<file path="src/rtl/i2s_capture_ctrl.sv">
// ---------------------------------------------------------------------------
// i2s_capture_ctrl
//   Collects samples from an I2S receiver into a ping-pong frame RAM. Each
//   bank holds FRAME_LEN samples. When a bank fills up it is flagged ready for
//   the consumer and capture moves on to the other bank. If the other bank has
//   not been consumed yet, capture stalls and counts the dropped samples. It
//   then re-aligns to a left sample once that bank is freed.
//
// Ports
//   clk, rst_n              system clock, asynchronous active-low reset
//   enable                  capture enable (level); low discards the partial frame
//   chan_mode               00 left, 01 right, 10 mono average, 11 same as 00
//   left_data/right_data    signed samples from the receiver
//   left_valid/right_valid  single-cycle sample strobes
//   wr_en/wr_bank/wr_addr/wr_data   registered frame RAM write port
//   frame_ready/frame_bank  a full frame is waiting / oldest unconsumed bank
//   frame_ack               consumer is done with the bank on frame_bank
//   overrun_cnt             saturating count of samples dropped while stalled
// ---------------------------------------------------------------------------
module i2s_capture_ctrl #(
  parameter int DATA_BITS = 24,
  parameter int FRAME_LEN = 256,
  parameter int ADDR_BITS = 8
) (
  input  logic                 clk,
  input  logic                 rst_n,
  input  logic                 enable,
  input  logic [1:0]           chan_mode,
  input  logic [DATA_BITS-1:0] left_data,
  input  logic [DATA_BITS-1:0] right_data,
  input  logic                 left_valid,
  input  logic                 right_valid,
  output logic                 wr_en,
  output logic                 wr_bank,
  output logic [ADDR_BITS-1:0] wr_addr,
  output logic [DATA_BITS-1:0] wr_data,
  output logic                 frame_ready,
  output logic                 frame_bank,
  input  logic                 frame_ack,
  output logic [15:0]          overrun_cnt
);

  typedef enum logic [1:0] {IDLE, ALIGN, CAPTURE, STALL} state_t;

  state_t                 state_q, state_d;
  logic [ADDR_BITS-1:0]   ptr_q;        // next address to write in the fill bank
  logic                   bank_q;       // bank currently being filled
  logic [1:0]             ready_q;      // per-bank "full, not yet consumed"
  logic                   rd_q;         // oldest ready bank (consumer side)
  logic [DATA_BITS-1:0]   left_q;       // left sample held for mono averaging

  logic [1:0]             mode_eff;
  logic                   qual;
  logic                   cap_path;
  logic                   do_write;
  logic                   do_drop;
  logic                   frame_done;
  logic                   ack_ok;
  logic [1:0]             ready_ack;
  logic [1:0]             ready_d;
  logic [DATA_BITS-1:0]   left_eff;
  logic signed [DATA_BITS:0] sum_ext;
  logic [DATA_BITS-1:0]   sample;

  // NOTE: every signal driven here gets a default first so no path can leave
  // it unassigned, which would otherwise infer a latch.
  always_comb begin
    mode_eff   = (chan_mode == 2'b11) ? 2'b00 : chan_mode;

    // Same-cycle left and right: left is taken first, so the average already
    // sees the new left value.
    left_eff   = left_valid ? left_data : left_q;
    sum_ext    = $signed({left_eff[DATA_BITS-1], left_eff})
               + $signed({right_data[DATA_BITS-1], right_data});

    sample     = left_data;
    qual       = left_valid;
    unique case (mode_eff)
      2'b01: begin
        sample = right_data;
        qual   = right_valid;
      end
      2'b10: begin
        sample = DATA_BITS'(sum_ext >>> 1);
        qual   = right_valid;
      end
      default: begin
        sample = left_data;
        qual   = left_valid;
      end
    endcase

    // The left strobe that ends ALIGN also belongs to the new frame.
    cap_path   = (state_q == CAPTURE) || (state_q == ALIGN && left_valid);
    do_write   = enable && cap_path && qual;
    do_drop    = enable && (state_q == STALL) && qual;
    frame_done = do_write && (ptr_q == ADDR_BITS'(FRAME_LEN - 1));

    // The consumer ack is applied before a frame completion in the same cycle,
    // so a completion racing an ack on the other bank does not stall.
    ack_ok     = frame_ack && (ready_q != 2'b00);
    ready_ack  = ready_q;
    if (ack_ok) ready_ack[rd_q] = 1'b0;
    ready_d    = ready_ack;
    if (frame_done) ready_d[bank_q] = 1'b1;

    state_d = state_q;
    unique case (state_q)
      IDLE:    if (enable) state_d = ALIGN;
      ALIGN:   if (left_valid) state_d = CAPTURE;
      CAPTURE: if (frame_done && ready_ack[~bank_q]) state_d = STALL;
      STALL:   if (!ready_ack[bank_q]) state_d = ALIGN;
      default: state_d = IDLE;
    endcase
    if (!enable) state_d = IDLE;
  end

  assign frame_ready = |ready_q;
  assign frame_bank  = rd_q;

  // NOTE: state registers use non-blocking assignments so every flop samples
  // the pre-edge values, independent of block ordering.
  always_ff @(posedge clk or negedge rst_n) begin
    if (!rst_n) begin
      state_q     <= IDLE;
      ptr_q       <= '0;
      bank_q      <= 1'b0;
      ready_q     <= 2'b00;
      rd_q        <= 1'b0;
      left_q      <= '0;
      overrun_cnt <= '0;
      wr_en       <= 1'b0;
      wr_bank     <= 1'b0;
      wr_addr     <= '0;
      wr_data     <= '0;
    end else begin
      state_q <= state_d;
      ready_q <= ready_d;
      wr_en   <= do_write;

      if (ack_ok) rd_q <= ~rd_q;

      if (left_valid && mode_eff == 2'b10) left_q <= left_data;

      if (do_drop && overrun_cnt != 16'hFFFF) overrun_cnt <= overrun_cnt + 16'd1;

      if (!enable) begin
        ptr_q   <= '0;
        wr_addr <= '0;
      end else if (do_write) begin
        wr_bank <= bank_q;
        wr_addr <= ptr_q;
        wr_data <= sample;
        // FRAME_LEN is a power of two, so the pointer wraps to 0 by itself.
        ptr_q   <= ptr_q + ADDR_BITS'(1);
        if (frame_done) bank_q <= ~bank_q;
      end
    end
  end

endmodule

</file>
<file path="config.mk">
export PLATFORM = sky130hd
export DESIGN_NAME = i2s_capture_ctrl
export DESIGN_NICKNAME = d
export VERILOG_FILES = /design/src/rtl/i2s_capture_ctrl.sv
export SDC_FILE = /design/constraint.sdc
export NUM_CORES = 1
export LEC_CHECK = 0
export ABC_AREA = 1
export CORE_MARGIN = 8
export CORE_UTILIZATION = 26
export DETAILED_ROUTE_END_ITERATION = 8
export PLACE_DENSITY = 0.53
export SLEW_MARGIN = 40
export SYNTH_ARGS = -nofsm -noshare
export SYNTH_HDL_FRONTEND = slang
export SYNTH_SLANG_ARGS = --single-unit
export TNS_END_PERCENT = 1
</file>
<file path="constraint.sdc">
create_clock -name clk -period 5.85 [get_ports clk]
set_input_delay 1.17 -clock clk [delete_from_list [all_inputs] [get_ports clk]]
set_output_delay 1.17 -clock clk [all_outputs]
set_load 0.05 [all_outputs]
</file>
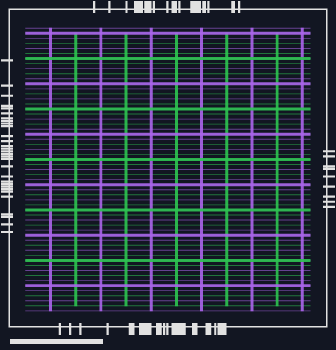
Figure 1: run 1, supply network.
Bar = 50 um. Pins as bars on the die edge.
purple -> VSS
green -> VDD
met5 straps = 11
rows = 56
core area: 23400 um2
Die Y-Extent: 170.3 um

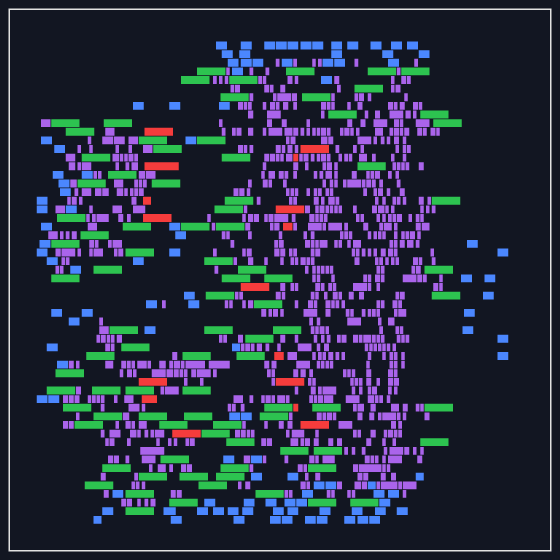
Figure 2: run 1, placed cells, one colour a class.
green -> sequential cells  # cells 88, share of their area 29%
purple -> remaining logic cells  # cells 806, share of their area 52%
red -> clock drivers and dummy loads  # cells 16, share of their area 4.1%
blue -> remaining buffers and delay cells  # cells 111, share of their area 15%
Final Cell Area: 7893 um2
sequential cell area share: 27.90%
Finished Core Util: 33.73%

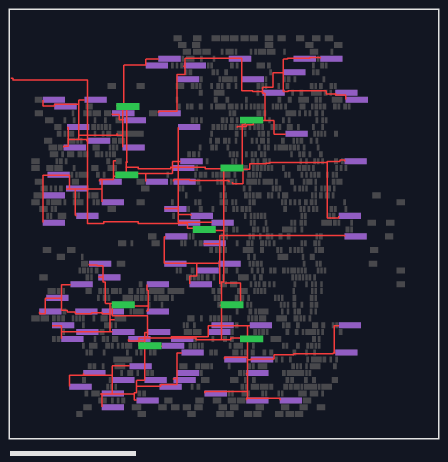
Figure 3: run 1, clock distribution.
Bar = 50 um.
purple -> flip-flops  # count 88
green -> clock-net drivers  # count 9
red -> clock wires  # length 1570 um
routed clock nets = 10
Clk power: 623 uW
clk latency late pin: 0.35 ns
clock skew: 0.01311 ns
clock share of power: 24.0%

==> results.json, run 1 <==
{
  "largest_area_cell": "dfrtp_1",
  "drive_gt1_share_pct": 3.918,
  "rsz0062_at_grt": "no",
  "slew_violations": 0,
  "yosys.area_share.simple_pct": 32.11,
  "cts_buffers": 9,
  "cts_tree": "yes",
  "path_clk_slew_ns": 0.07,
  "path_cells": "clkdlybuf4s50_1, clkinv_2, nand2_1, o21ai_0, ha_1, nand2_1, inv_1, nand2_1, o21ai_0, nand3_1, nand3_1, nand2_1, nand3_1, nand2_1, nand2_1, nand2_1",
  "syn-instance-count": 922,
  "synth_area_per_cell_um2": 6.716,
  "fp_util_pct": 26.46,
  "die_w_um": 170.3,
  "ys_sh_mux_pct": 0.1819,
  "chip_area_um2": 29010,
  "tightestPinTransition_ns": 0.7939,
  "hold_viol_final": 0,
  "grt_pass1_wl_um": 32720,
  "required_ns": 6.10,
  "logic_family": "simple AND/OR/NAND/NOR gates",
  "edf_count": 0,
  "power_density_nw_per_um2": 328.9,
  "hp-class": "flip-flop to flip-flop",
  "mostFrequentLayoutCell": "nand2_1",
  "cts-root-buf": "clkbuf_16",
  "post-synth-top-count-cell": "nand2_1",
  "post_cts_buffers": 0,
  "register_area_um2": 2202,
  "period_used_pct": 72.10,
  "p_leak_uw": 0.003938,
  "ys.flop_type": "dfrtp_1",
  "cp_common_cell": "nand2_1",
  "antenna_found_initial": 0,
  "clock.fmax_mhz": 237.1,
  "fp_nets": 1009,
  "top_cells_by_area": "dfrtp_1 (36%), nand2_1 (20%), inv_1 (7.6%)",
  "async_reset_ff_share_pct": 100.0,
  "synth_chip_area_um2": 6192,
  "vias": 6101,
  "yosysWarnings": 0,
  "common_cells": "nand2_1 (327), inv_1 (126), dfrtp_1 (88), o21ai_0 (77), a21oi_1 (63)",
  "max-clock-path-buffers": 2,
  "path_buffers": 3,
  "setup_violations": 0,
  "fill_cells": 2548,
  "warnings": 29,
  "comb_area_um2": 3397,
  "vias_per_cell": 4.553,
  "top_area_share_pct": 35.56,
  "crit_type": "input port to flip-flop",
  "power_uw": 2596,
  "ant_nets": 0,
  "htree_levels": 3,
  "xor_area_share_pct": 2.687,
  "fin_nets": 1103,
  "aoi_share_pct": 13.34,
  "min_period_ns": 4.218,
  "outcome": "completed",
  "critPathTopFamily": "buffers and inverters",
  "cap_violations": 0,
  "drt_iter0_markers": 418,
  "routed_wirelength_um": 20410,
  "cts.sink_count": 88
}
[run 1: final timing paths]
path	startpoint	end	slack, ns	depth (start not counted)
worst max-delay path	left_valid	wr_data[20]	1.63	16
worst min-delay path	wr_data[21]	wr_data[21]	0.48	2
worst max register to register	left_q[1]	wr_data[20]	3.34	14
worst min register to register	wr_data[21]	wr_data[21]	0.48	2
max in group asynchronous	rst_n	left_q[12]	4.18	2
min in group asynchronous	rst_n	wr_addr[5]	0.74	1
[run 1: tightest hold or removal path: stages (launching register included)]
cell     delay, ns
dfrtp_1       0.34
nand2_1       0.05
nand2_1       0.06
[run 1: state kept, by name, summed over array words and instances (netlist names)]
register / flops
state_q: 2
wr_en: 1
wr_bank: 1
wr_addr: 8
frame_bank: 1
left_q: 24
ready_q: 2
bank_q: 1
wr_data: 24
overrun_cnt: 16
ptr_q: 8
[run 1: where the power goes]
part / internal, uW / leakage (uW) / switching, uW
combinational: 377 / 0.00266 / 764
clock: 345 / 0.000149 / 277
sequential: 737 / 0.00113 / 94.4
total: 1460 / 0.00394 / 1140
[run 1: per-layer routing]
layer	part of all wire [%]	GRT usage, %
met1	46	17.90
met2	46	23.11
met3	6.1	4.194
met4	2.3	5.034
met5	0	0
[run 1: through the flow]
step	util (%)	cells	setup WS [ns]	instance area [um2]	hold slack (ns)
global placement	32.37	1324	1.383	7576	0.4640
finish	33.73	1340	1.632	7893	0.4788
CTS	33.70	1340	1.666	7886	0.4879
detailed placement	32.40	1324	1.300	7582	0.4698
floorplan	-	922	2.699	6192	0.4478
global route	33.73	1340	1.350	7893	0.4997
[run 1: final cells by class]
cell class	instances	share of cell area, %
repair buffers	111	13.97
flip-flops and latches	88	27.90
clock buffers	10	3.028
inverters	129	6.183
clock inverters	6	0.8243
well taps	319	5.057
multi-input cells	677	43.04
==> run 1 -> run 2 <==
==> constraint.sdc (replaced) <==
create_clock -name clk -period 4.3 [get_ports clk]
set_input_delay 0.86 -clock clk [delete_from_list [all_inputs] [get_ports clk]]
set_output_delay 0.86 -clock clk [all_outputs]
set_load 0.05 [all_outputs]
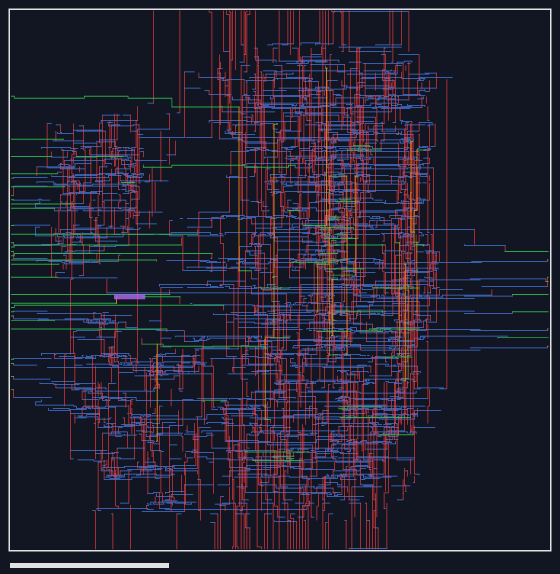
Figure 4: run 2, wiring by layer.
Bar = 50 um.
red -> M2  # wire length 9280 um
green -> M3  # wire length 1180 um
blue -> M1  # wire length 9480 um
orange -> M4  # wire length 589 um
purple -> M5  # wire length 8.30 um
Tot GR Track Use: 14.51%
WL final: 20540 um
via count: 6105
wire length per cell: 15.22 um

==> results.json, run 2 <==
{
  "top_area_share_pct": 35.56,
  "cts.sink_count": 88,
  "setup_violations": 0,
  "critPathMaxFanout": 17,
  "fin_nets": 1113,
  "common_cells": "nand2_1 (327), inv_1 (126), dfrtp_1 (88), o21ai_0 (77), a21oi_1 (63)",
  "grt_max_degree": 41,
  "drive_gt1_share_pct": 4.656,
  "hold_viol_final": 0,
  "pg_clk_uw": 953,
  "largest_area_cell": "dfrtp_1",
  "fin_area_um2": 8011,
  "period_used_pct": 81.28,
  "cap_violations": 0,
  "power_switching_uw": 1549,
  "grt_pass1_wl_um": 33020,
  "power_uw": 3651,
  "drc": 0,
  "tightestPinTransition_ns": 0.5827,
  "post-dp-hpwl_um": 16020,
  "drt_iter0_markers": 355,
  "edf_count": 0,
  "cp_data_arrival_time_ns": 3.78,
  "path_clk_slew_ns": 0.07,
  "ys.flop_type": "dfrtp_1",
  "placed_cell_area_um2": 7661,
  "htree_levels": 3,
  "syn2layout_area_growth_pct": 29.38,
  "r2r-start": "left_q[0]",
  "clock.fmax_mhz": 286.1,
  "p_clk_share_pct": 26.1,
  "yosysSeqAreaShare_pct": 35.56,
  "power_density_nw_per_um2": 455.7,
  "slew_headroom_pct": 61.03,
  "fp_nets": 1009,
  "synth_chip_area_um2": 6192,
  "reg2reg_slack_ns": 1.84,
  "chip_area_um2": 29010,
  "mostFrequentLayoutCell": "nand2_1",
  "top_cells_by_area": "dfrtp_1 (36%), nand2_1 (20%), inv_1 (7.6%)",
  "cts_hold_buf": 0,
  "startpoint": "left_valid",
  "ff2ff_path_depth": 15,
  "final_util_pct": 34.23,
  "end_kind": "flip-flop",
  "antenna_found_initial": 1,
  "slew_violations": 0,
  "outcome": "completed",
  "crit_type": "input port to flip-flop",
  "vias_per_cell": 4.522,
  "place.gp.congestion": 0.9308,
  "r2r-end": "wr_data[11]",
  "yosysWarnings": 0,
  "warnings": 29,
  "core-area_um2": 23400,
  "hold-worst-slack_ns": 0.4278,
  "ioPinCount": 108,
  "p_leak_uw": 0.004005,
  "ant_nets": 0,
  "cts_resized": 0,
  "post_cts_buffers": 0,
  "post-synth-top-count-cell": "nand2_1",
  "p_seq_uw": 1130,
  "cts-root-buf": "clkbuf_16",
  "setup_tns_ns": 0,
  "required_ns": 4.59,
  "netlist_area_um2": 6192,
  "top_regs": "left_q x24, wr_data x24, overrun_cnt x16",
  "cts_buffers": 9,
  "finalClockSkew_ns": 0.01274,
  "yosysCellCount": 922,
  "max-clock-path-buffers": 2,
  "powerComb_uw": 1570,
  "grt_pass1_vias": 6169,
  "cts_tree": "yes",
  "power.share.combinational_pct": 43.0,
  "p_sw_share_pct": 42.43,
  "fp_util_pct": 26.46,
  "min_period_ns": 3.495,
  "ys.flops": 88,
  "clk_latency_ns": 0.35,
  "synth_area_per_cell_um2": 6.716,
  "numPortBuffers": 107,
  "async_reset_ff_share_pct": 100.0,
  "critPathCapture": "wr_data[11]",
  "maxPowerGroup": "combinational cells",
  "hp-class": "input port to asynchronous set/reset pin",
  "pwr-share-seq_pct": 30.9,
  "syn-instance-count": 922,
  "internal_power_uw": 2102,
  "first_pass_iters": 5,
  "rsz0062_at_grt": "no"
}
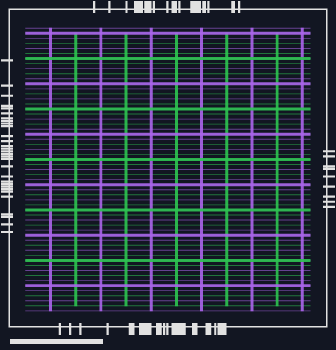
Figure 5: run 2, supply network.
Bar = 50 um. Pins as bars on the die edge.
green -> VDD
purple -> VSS
met1 rails = 57
rows = 56
Die X: 170.3 um
Worst VDD drop: 0.2777 mV

[run 2: area by class of cell]
class                           count  area, um2
Sequential cell                    88       2202
Multi-Input combinational cell    677       3387
Tap cell                          319      399.1
Clock inverter                      7      125.1
Clock buffer                        9      225.2
Timing Repair Buffer              121       1186
Inverter                          129      486.7
Fill cell                        2546      15390
[run 2: worst min path at each step]
stage,startpoint,endpoint,slack (ns)
2_1_floorplan,left_q[1],left_q[1],0.45
3_3_place_gp,wr_data[7],wr_data[7],0.46
3_5_place_dp,wr_data[7],wr_data[7],0.47
4_1_cts,rst_n,ptr_q[0],0.43
5_1_grt,rst_n,ptr_q[0],0.45
6_report,rst_n,ptr_q[0],0.43
[run 2: critical path, cell delays in order]
cell             delay [ns]
clkdlybuf4s50_1        0.49
inv_2                  0.12
buf_4                  0.24
nand2_1                0.07
nand2_1                0.10
nand2_1                0.15
fa_1                   0.39
inv_1                  0.12
nand3_1                0.09
nand3_1                0.20
nand2_1                0.08
nand2_1                0.20
nand2_1                0.08
nand2_1                0.09
nor2_1                 0.04
o21ai_0                0.25
nand3_1                0.12
nand2_1                0.09
[run 2: per-layer routing]
layer  routed length, um  global-route usage [%]  vias to the layer above
li1                    -                       -                     3152
met1                9483                   18.62                     2767
met2                9282                   22.97                      148
met3                1180                   3.591                       36
met4                 589                   5.912                        2
met5                   8                       0                        -
[run 2: logic make-up after synthesis]
kind of cell | synth area share [%]
XOR/XNOR | 2.687
buffers and inverters | 9.739
AND/OR/NAND/NOR | 32.11
flip-flops | 35.56
multiplexers | 0.1818
adder cells (fa/ha/maj) | 6.385
AND-OR/OR-AND | 13.34
[run 2: through the flow]
stage,setup WS (ns),cells
floorplan,1.459,922
global placement,0.4701,1334
detailed placement,0.4800,1334
CTS,0.8145,1350
global route,0.4968,1350
finish,0.8048,1350
==> run 2 -> run 3 <==
--- a/config.mk
+++ b/config.mk
@@ -9,7 +9,7 @@
 export CORE_MARGIN = 8
 export CORE_UTILIZATION = 26
 export DETAILED_ROUTE_END_ITERATION = 8
-export PLACE_DENSITY = 0.53
+export PLACE_DENSITY = 0.55
 export SLEW_MARGIN = 40
 export SYNTH_ARGS = -nofsm -noshare
 export SYNTH_HDL_FRONTEND = slang
==> constraint.sdc (replaced) <==
create_clock -name clk -period 2.96 [get_ports clk]
set_input_delay 0.592 -clock clk [delete_from_list [all_inputs] [get_ports clk]]
set_output_delay 0.592 -clock clk [all_outputs]
set_load 0.05 [all_outputs]
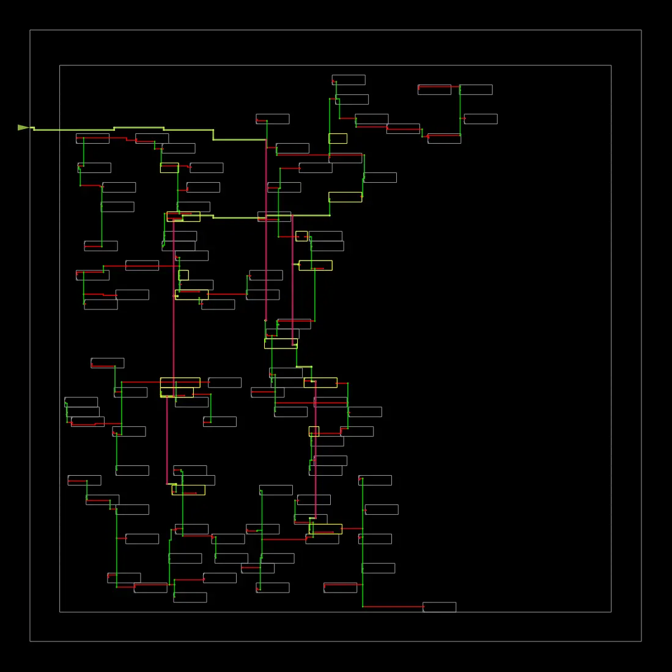
Figure 6: run 3, clock wiring as the flow saved it.
clock buffer count from CTS: 9
Clk power: 1180 uW

==> results.json, run 3 <==
{
  "ys_types": 42,
  "adder_share_pct": 6.385,
  "clk_latency_ns": 0.35,
  "logic_family": "simple AND/OR/NAND/NOR gates",
  "worst_path_max_delay_cell": "clkdlybuf4s50_1",
  "grt_pass1_wl_um": 32330,
  "fp_util_pct": 26.46,
  "die_w_um": 170.3,
  "fill_cells": 2564,
  "common_cells": "nand2_1 (327), inv_1 (126), dfrtp_1 (88), o21ai_0 (77), a21oi_1 (63)",
  "path_buffers": 5,
  "reg2reg_slack_ns": 0.76,
  "cp_data_arrival_time_ns": 3.06,
  "gr-total-overflow": 0,
  "fin_nets": 1159,
  "antenna_found_initial": 0,
  "finalClockSkew_ns": 0.01379,
  "internal_power_uw": 3016,
  "core-area_um2": 23400,
  "min_period_ns": 2.827,
  "outcome": "completed",
  "p_clk_share_pct": 22.6,
  "netlist_area_um2": 6192,
  "period_used_pct": 95.50,
  "syn2layout_area_growth_pct": 34.67,
  "mostFrequentLayoutCell": "nand2_1",
  "synth_area_per_cell_um2": 6.716,
  "p_seq_uw": 1630,
  "yosys.area_share.simple_pct": 32.11,
  "final_cell_mix": "nand2_1 (325), inv_1 (126), clkdlybuf4s50_1 (106)",
  "ioPinCount": 108,
  "tightestPinTransition_ns": 0.5823,
  "die_y_um": 170.3,
  "async_reset_ff_share_pct": 100.0,
  "drc": 0,
  "slowest_delay_ns": 0.49,
  "chip_area_um2": 29010,
  "post_cts_buffers": 0,
  "htree_levels": 3,
  "setup_violations": 0,
  "synth_chip_area_um2": 6192,
  "max-clock-path-buffers": 2,
  "ys.flops": 88,
  "slew_headroom_pct": 61.06,
  "startpoint_type": "input port",
  "ys.flop_type": "dfrtp_1",
  "slew_violations": 0,
  "p_leak_uw": 0.004206,
  "place.gp.congestion": 0.8702,
  "drt_iter0_markers": 347,
  "cts.sink_count": 88,
  "grt_max_degree": 47,
  "setup_tns_ns": 0,
  "largest_area_cell": "dfrtp_1",
  "p_sw_share_pct": 42.01,
  "yosysWarnings": 0,
  "vias_per_cell": 4.444,
  "power_density_nw_per_um2": 623.8,
  "crit_type": "input port to flip-flop",
  "post-dp-hpwl_um": 15980,
  "yosysSeqAreaShare_pct": 35.56,
  "post-synth-top-count-cell": "nand2_1",
  "hold_viol_final": 0,
  "rows": 56,
  "numPortBuffers": 107,
  "dpl_worst_slack_ns": -0.2674,
  "hp-class": "input port to asynchronous set/reset pin",
  "cts_hold_buf": 0,
  "ys_sh_mux_pct": 0.1819,
  "yosysCellCount": 922,
  "required_ns": 3.20,
  "first_pass_iters": 5,
  "top_cells_by_area": "dfrtp_1 (36%), nand2_1 (20%), inv_1 (7.6%)",
  "pwr-share-seq_pct": 31.3,
  "setup_slack_ns": 0.1332,
  "clock.fmax_mhz": 353.8,
  "fp_nets": 1009,
  "warnings": 30,
  "power_switching_uw": 2185,
  "powerComb_uw": 2400,
  "path_cells": "clkdlybuf4s50_1, inv_2, buf_12, buf_4, o21ai_1, ha_1, nand2_1, inv_1, a21oi_1, nand2_1, a21oi_1, nand3_1, nand3_1, nand2_1, nand2_1, nand2_1",
  "critPathMaxFanout": 36,
  "critPathTopFamily": "buffers and inverters",
  "antenna_cells": 0,
  "path_clk_slew_ns": 0.06,
  "top_area_share_pct": 35.56,
  "end_kind": "flip-flop",
  "edf_count": 0,
  "drive_gt1_share_pct": 9.108,
  "grt_pass1_vias": 6337,
  "rsz0062_at_grt": "yes",
  "aoi_share_pct": 13.34,
  "xor_area_share_pct": 2.687,
  "ant_nets": 0,
  "cap_violations": 0,
  "cts_tree": "yes",
  "maxPowerGroup": "combinational cells",
  "power.share.combinational_pct": 46.1,
  "cts-root-buf": "clkbuf_16",
  "top_regs": "left_q x24, wr_data x24, overrun_cnt x16",
  "syn-instance-count": 922,
  "peakVddDrop_mv": 0.5282,
  "cp_common_cell": "nand2_1"
}
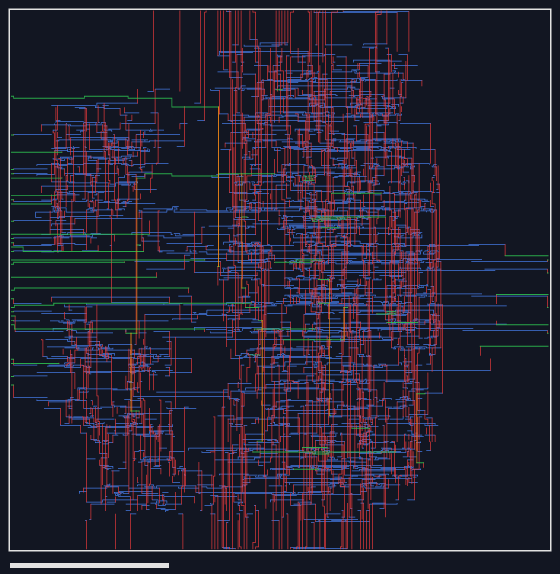
Figure 7: run 3, wiring by layer.
Bar = 50 um.
green -> M3  # wire length 941 um
red -> M2  # wire length 9600 um
blue -> M1  # wire length 9000 um
orange -> M4  # wire length 273 um
WL final: 19810 um
Tot GR Track Use: 14.00%
wire length per cell: 14.20 um
via count: 6199

## run 3: path summary, 6_finish.rpt
path | startpoint | end | cells past startpoint
setup / recovery | left_valid | wr_data[22] | 16
hold / removal | rst_n | wr_addr[5] | 1
setup reg to reg | left_q[1] | wr_data[14] | 16
hold reg to reg | wr_data[7] | wr_data[7] | 2
max in group asynchronous | rst_n | overrun_cnt[2] | 2
min in group clk | wr_data[7] | wr_data[7] | 2
## run 3: through the flow
| step | cell area (um2) | hold slack, ns | util [%] | std cells | total power (uW) |
|---|---|---|---|---|---|
| after floorplan | 6192 | 0.2964 | - | 922 | 3116 |
| after global placement | 8019 | 0.4644 | 34.27 | 1380 | 4052 |
| after detailed placement | 8019 | 0.4692 | 34.27 | 1380 | 4055 |
| after CTS | 8325 | 0.2603 | 35.58 | 1395 | 5274 |
| after global routing | 8339 | 0.2835 | 35.63 | 1395 | 5564 |
| final | 8339 | 0.2456 | 35.63 | 1395 | 5202 |
## run 3: cell type report
cell class,count,area (um2),area share [%]
Clock inverter,4,53.80,0.6452
Timing Repair Buffer,167,1544,18.51
Tap cell,319,399.1,4.786
Sequential cell,88,2202,26.41
Inverter,129,486.7,5.836
Multi-Input combinational cell,677,3401,40.78
Clock buffer,11,252.7,3.031
## run 3: routing by layer
layer / global-route usage, % / wire, um / share of wire [%]
met1: 17.65 / 9003 / 45
met4: 4.272 / 272 / 1.4
met3: 2.919 / 940 / 4.7
met5: 0 / 0 / 0
met2: 23.63 / 9596 / 48
## run 3: what timing repair did
action                     4_1_cts  5_1_grt
hold endpoints to repair         0        0
resized                          0       12
setup endpoints to repair        0       12
Power is estimated from default activity; no workload was simulated.
